Fig. 1: congestion heat map
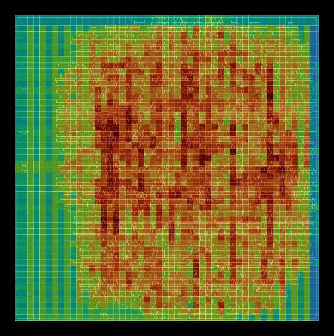
Fig. 2: met3 routing
(1.5 px per um)
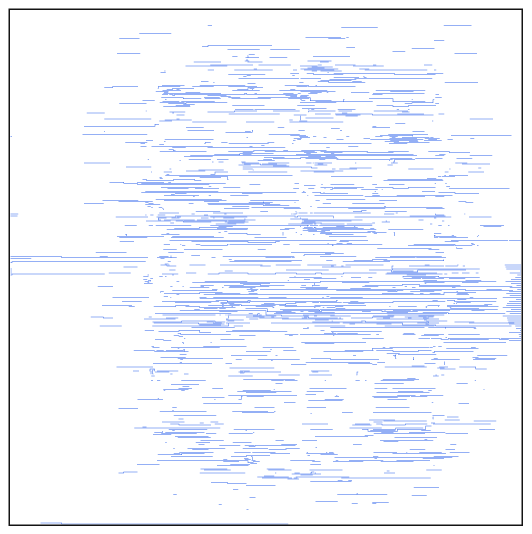
Fig. 3: cells coloured by class
(1 px per um) Fill, decap, tap and diode cells in grey.
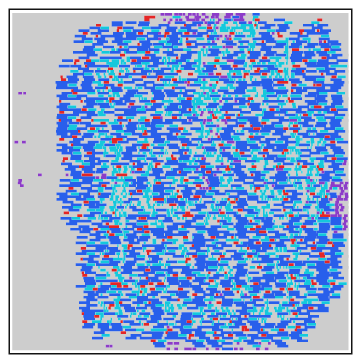
<file path="config.mk">
export PLATFORM = sky130hd
export DESIGN_NAME = reg_file_frames
export DESIGN_NICKNAME = d
export VERILOG_FILES = /design/src/rtl/reg_file_frames.sv
export SDC_FILE = /design/constraint.sdc
export NUM_CORES = 2
export LEC_CHECK = 0
export CORE_AREA = 2 2 339 341
export CTS_BUF_LIST = sky130_fd_sc_hd__clkbuf_8
export DETAILED_ROUTE_END_ITERATION = 10
export DIE_AREA = 0 0 341 343
export PLACE_DENSITY = 0.68
export SYNTH_ARGS = -nofsm -noshare
export SYNTH_HDL_FRONTEND = slang
export SYNTH_SLANG_ARGS = --single-unit
export TNS_END_PERCENT = 10
</file>
<file path="constraint.sdc">
create_clock -name clk -period 8.9 [get_ports clk]
set_input_delay 1.335 -clock clk [delete_from_list [all_inputs] [get_ports clk]]
set_output_delay 1.335 -clock clk [all_outputs]
set_load 0.02 [all_outputs]
</file>
<file path="src/rtl/reg_file_frames.sv">
// rtl/reg_file_frames.sv - register file with a LIFO stack of whole-register-set frames
// Two registered read ports, two write ports, one-cycle backup (push) and restore (pop).
module reg_file_frames #(
    parameter int WIDTH = 16,
    parameter int NREGS = 16,
    parameter int AW    = 4,
    parameter int DEPTH = 4
) (
    input  logic             clk,
    input  logic             Reset,
    input  logic             RegR1,
    input  logic             RegR2,
    input  logic [AW-1:0]    raddr1,
    input  logic [AW-1:0]    raddr2,
    output logic [WIDTH-1:0] rdata1,
    output logic [WIDTH-1:0] rdata2,
    input  logic             RegW1,
    input  logic [AW-1:0]    waddr1,
    input  logic [WIDTH-1:0] wdata1,
    input  logic             RegW2,
    input  logic [AW-1:0]    waddr2,
    input  logic [WIDTH-1:0] wdata2,
    input  logic             backup,
    input  logic             restore,
    output logic [AW:0]      depth,
    output logic             overflow,
    output logic             underflow,
    output logic             cmd_err
);

    localparam int          FW       = (DEPTH > 1) ? $clog2(DEPTH) : 1;
    localparam logic [AW:0] DEPTH_MAX = (AW+1)'(DEPTH);

    logic [WIDTH-1:0] regs   [NREGS];
    logic [WIDTH-1:0] frames [DEPTH][NREGS];

    logic          both_cmd;
    logic          push;
    logic          pop;
    logic          push_full;
    logic          pop_empty;
    logic [AW:0]   depth_m1;
    logic [FW-1:0] push_idx;
    logic [FW-1:0] pop_idx;

    // Simultaneous backup+restore is a control-unit error: neither stack operation happens.
    always_comb begin
        both_cmd  = backup & restore;
        push      = backup & ~restore & (depth != DEPTH_MAX);
        pop       = restore & ~backup & (depth != '0);
        push_full = backup & ~restore & (depth == DEPTH_MAX);
        pop_empty = restore & ~backup & (depth == '0);
        depth_m1  = depth - 1'b1;
        push_idx  = depth[FW-1:0];
        pop_idx   = depth_m1[FW-1:0];
    end

    // Live registers: a pop replaces the whole set and drops same-cycle writes;
    // otherwise port 2 is applied last so it wins an address collision.
    always_ff @(posedge clk) begin
        if (Reset) begin
            for (int i = 0; i < NREGS; i++) begin
                regs[i] <= '0;
            end
        end else if (pop) begin
            for (int i = 0; i < NREGS; i++) begin
                regs[i] <= frames[pop_idx][i];
            end
        end else begin
            if (RegW1) begin
                regs[waddr1] <= wdata1;
            end
            if (RegW2) begin
                regs[waddr2] <= wdata2;
            end
        end
    end

    // Frame storage needs no reset; only frames below depth are ever read.
    always_ff @(posedge clk) begin
        if (!Reset && push) begin
            for (int i = 0; i < NREGS; i++) begin
                frames[push_idx][i] <= regs[i];
            end
        end
    end

    always_ff @(posedge clk) begin
        if (Reset) begin
            rdata1 <= '0;
            rdata2 <= '0;
        end else begin
            if (RegR1) begin
                rdata1 <= regs[raddr1];
            end
            if (RegR2) begin
                rdata2 <= regs[raddr2];
            end
        end
    end

    always_ff @(posedge clk) begin
        if (Reset) begin
            depth     <= '0;
            overflow  <= 1'b0;
            underflow <= 1'b0;
            cmd_err   <= 1'b0;
        end else begin
            if (push) begin
                depth <= depth + 1'b1;
            end else if (pop) begin
                depth <= depth_m1;
            end
            overflow  <= overflow  | push_full;
            underflow <= underflow | pop_empty;
            cmd_err   <= cmd_err   | both_cmd;
        end
    end

endmodule

</file>
==> notes.md <==
State of the implementation.

- The number of filler instances in the final layout is between 8000 and 9000, for reference.
- The total power after layout is ~14 mW, for reference.
- IR analysis of the VDD net gives a maximum drop of 0.123 mV.
- The remaining max-slew budget at the tightest pin is between 10% and 20%, for reference.
- The post-synthesis instance area is around 56000 sq um, for reference.
- The number of cells reported by Yosys stat comes to roughly 3400.
- Counting flops with a built-in enable in the synthesized netlist gives approximately 1300.
- According to the CTS report, the clock sink count is 1320.
- The worst path uses 48.4% of the clock period.
- The detailed router reports a met3 wire length of between 15000 and 20000 um.
- The Yosys chip area is 56200 sq um, for reference.
- In this run the static leakage power is 20.6 nW.
- The first global-routing pass estimated 236000 um of wire.
- The die outline area is around 120000 sq um, for reference.
- The synthesized netlist devotes under 10% of its cell area to simple gates.
- Registers take 39200 sq um.
- The logic share of the area is 25.5%, for reference.
- The kind of cell with the highest combined delay along the critical path is simple AND/OR/NAND/NOR gates.
- For the worst flop-to-flop path, the logic depth is 7.
- The clock buffer and inverter area fraction after layout is ~6%, for reference.
- The beginning of the worst register-to-register path is depth[0], for reference.
- The fraction of the mapped netlist area in compound gates is 6.44%, for reference.
- The worst-case clock buffer depth is 3, for reference.
- Compared with the post-synthesis result, the final layout area differs by 11.5%.
- The group drawing the most power is sequential cells, for reference.
- Setup slack closes at 4.60 ns.
- The number of warning messages in the yosys log is 0, for reference.
- The pre-CTS setup check shows a worst slack of 4.15 ns.
- The number of ports placed on the die boundary is roughly 96, for reference.
- The register share after synthesis is 69.8%, for reference.
- The via count of the routed design is roughly 34000, for reference.
- Leaving out fill and tap cells, the most frequent cell in the layout is sky130_fd_sc_hd__edfxtp_1.
- The non-clock inverter instance count of the final layout is 3, for reference.
- Of all flip-flops after synthesis, the portion carrying an async set or reset was 0%.
- The largest registers in the layout are frames: 1024 flops, regs: 256 flops.
- The dominant kind of cell is flip-flops and latches, for reference.
- The run finished with clean final reports.
- Per the timing report, the biggest fanout along the worst path comes to 134.
- The worst register-to-register path ends at frames[2][214].
- Sorting the Yosys area breakdown by cell type puts at the top sky130_fd_sc_hd__edfxtp_1.
- TritonCTS built the clock tree.
- Per the timing report, the achievable frequency comes out to around 230 MHz.
- Per the post-route antenna check, the number of violating nets is 0.
- The final worst clock skew is 0.0377 ns, for reference.
- The switching part of the total is 27.1%, for reference.
- The number of different library cells used by synthesis comes to 55.
- A synthesized cell averages 16.4 sq um.
- The clock transition time at the flip-flop clock pins of the worst setup and hold paths is around 0.07 ns, for reference.
- The total routed wire length on the met1 layer is 61100 um, for reference.
- Per the run summary, max-cap violations total 0.
- After the first detailed-routing iteration, the DRC count stood at 4993.
- The worst setup path endpoint is frames[2][214], for reference.
- Of the total standard cell area in the layout, the sequential portion is between 60% and 70%.
- The iteration count recorded for the first detailed-route pass is 7.
- The critical path start-end classification is reg2reg, for reference.
- The share of the core filled with cells in the final layout is a little under three fifths, for reference.
- The data required time reported for the critical path is around 9.4 ns.
- Cells with a size suffix above 1 make up 18.0% of the layout.
- The clock-net power is 4.73 mW, for reference.
- The mux cell area share after synthesis is 14.9%, for reference.
Notes on Fig. 1 above:
met2 GRT Util: 42.8%
total routing usage reported by global routing: 28.1%
met3 routing resource usage after global routing: 6.90%

Notes on Fig. 2 above:
longest straight run	198 um
nets with wire on the layer	534
share of all routed wire	12%

Notes on Fig. 3 above:
class	colour	cells	share of their area
remaining logic cells	cyan	1828	26%
remaining buffers and delay cells	purple	204	3.1%
clock drivers and dummy loads	red	356	6.1%
sequential cells	blue	1320	65%

Power is estimated from default activity; no workload was simulated.
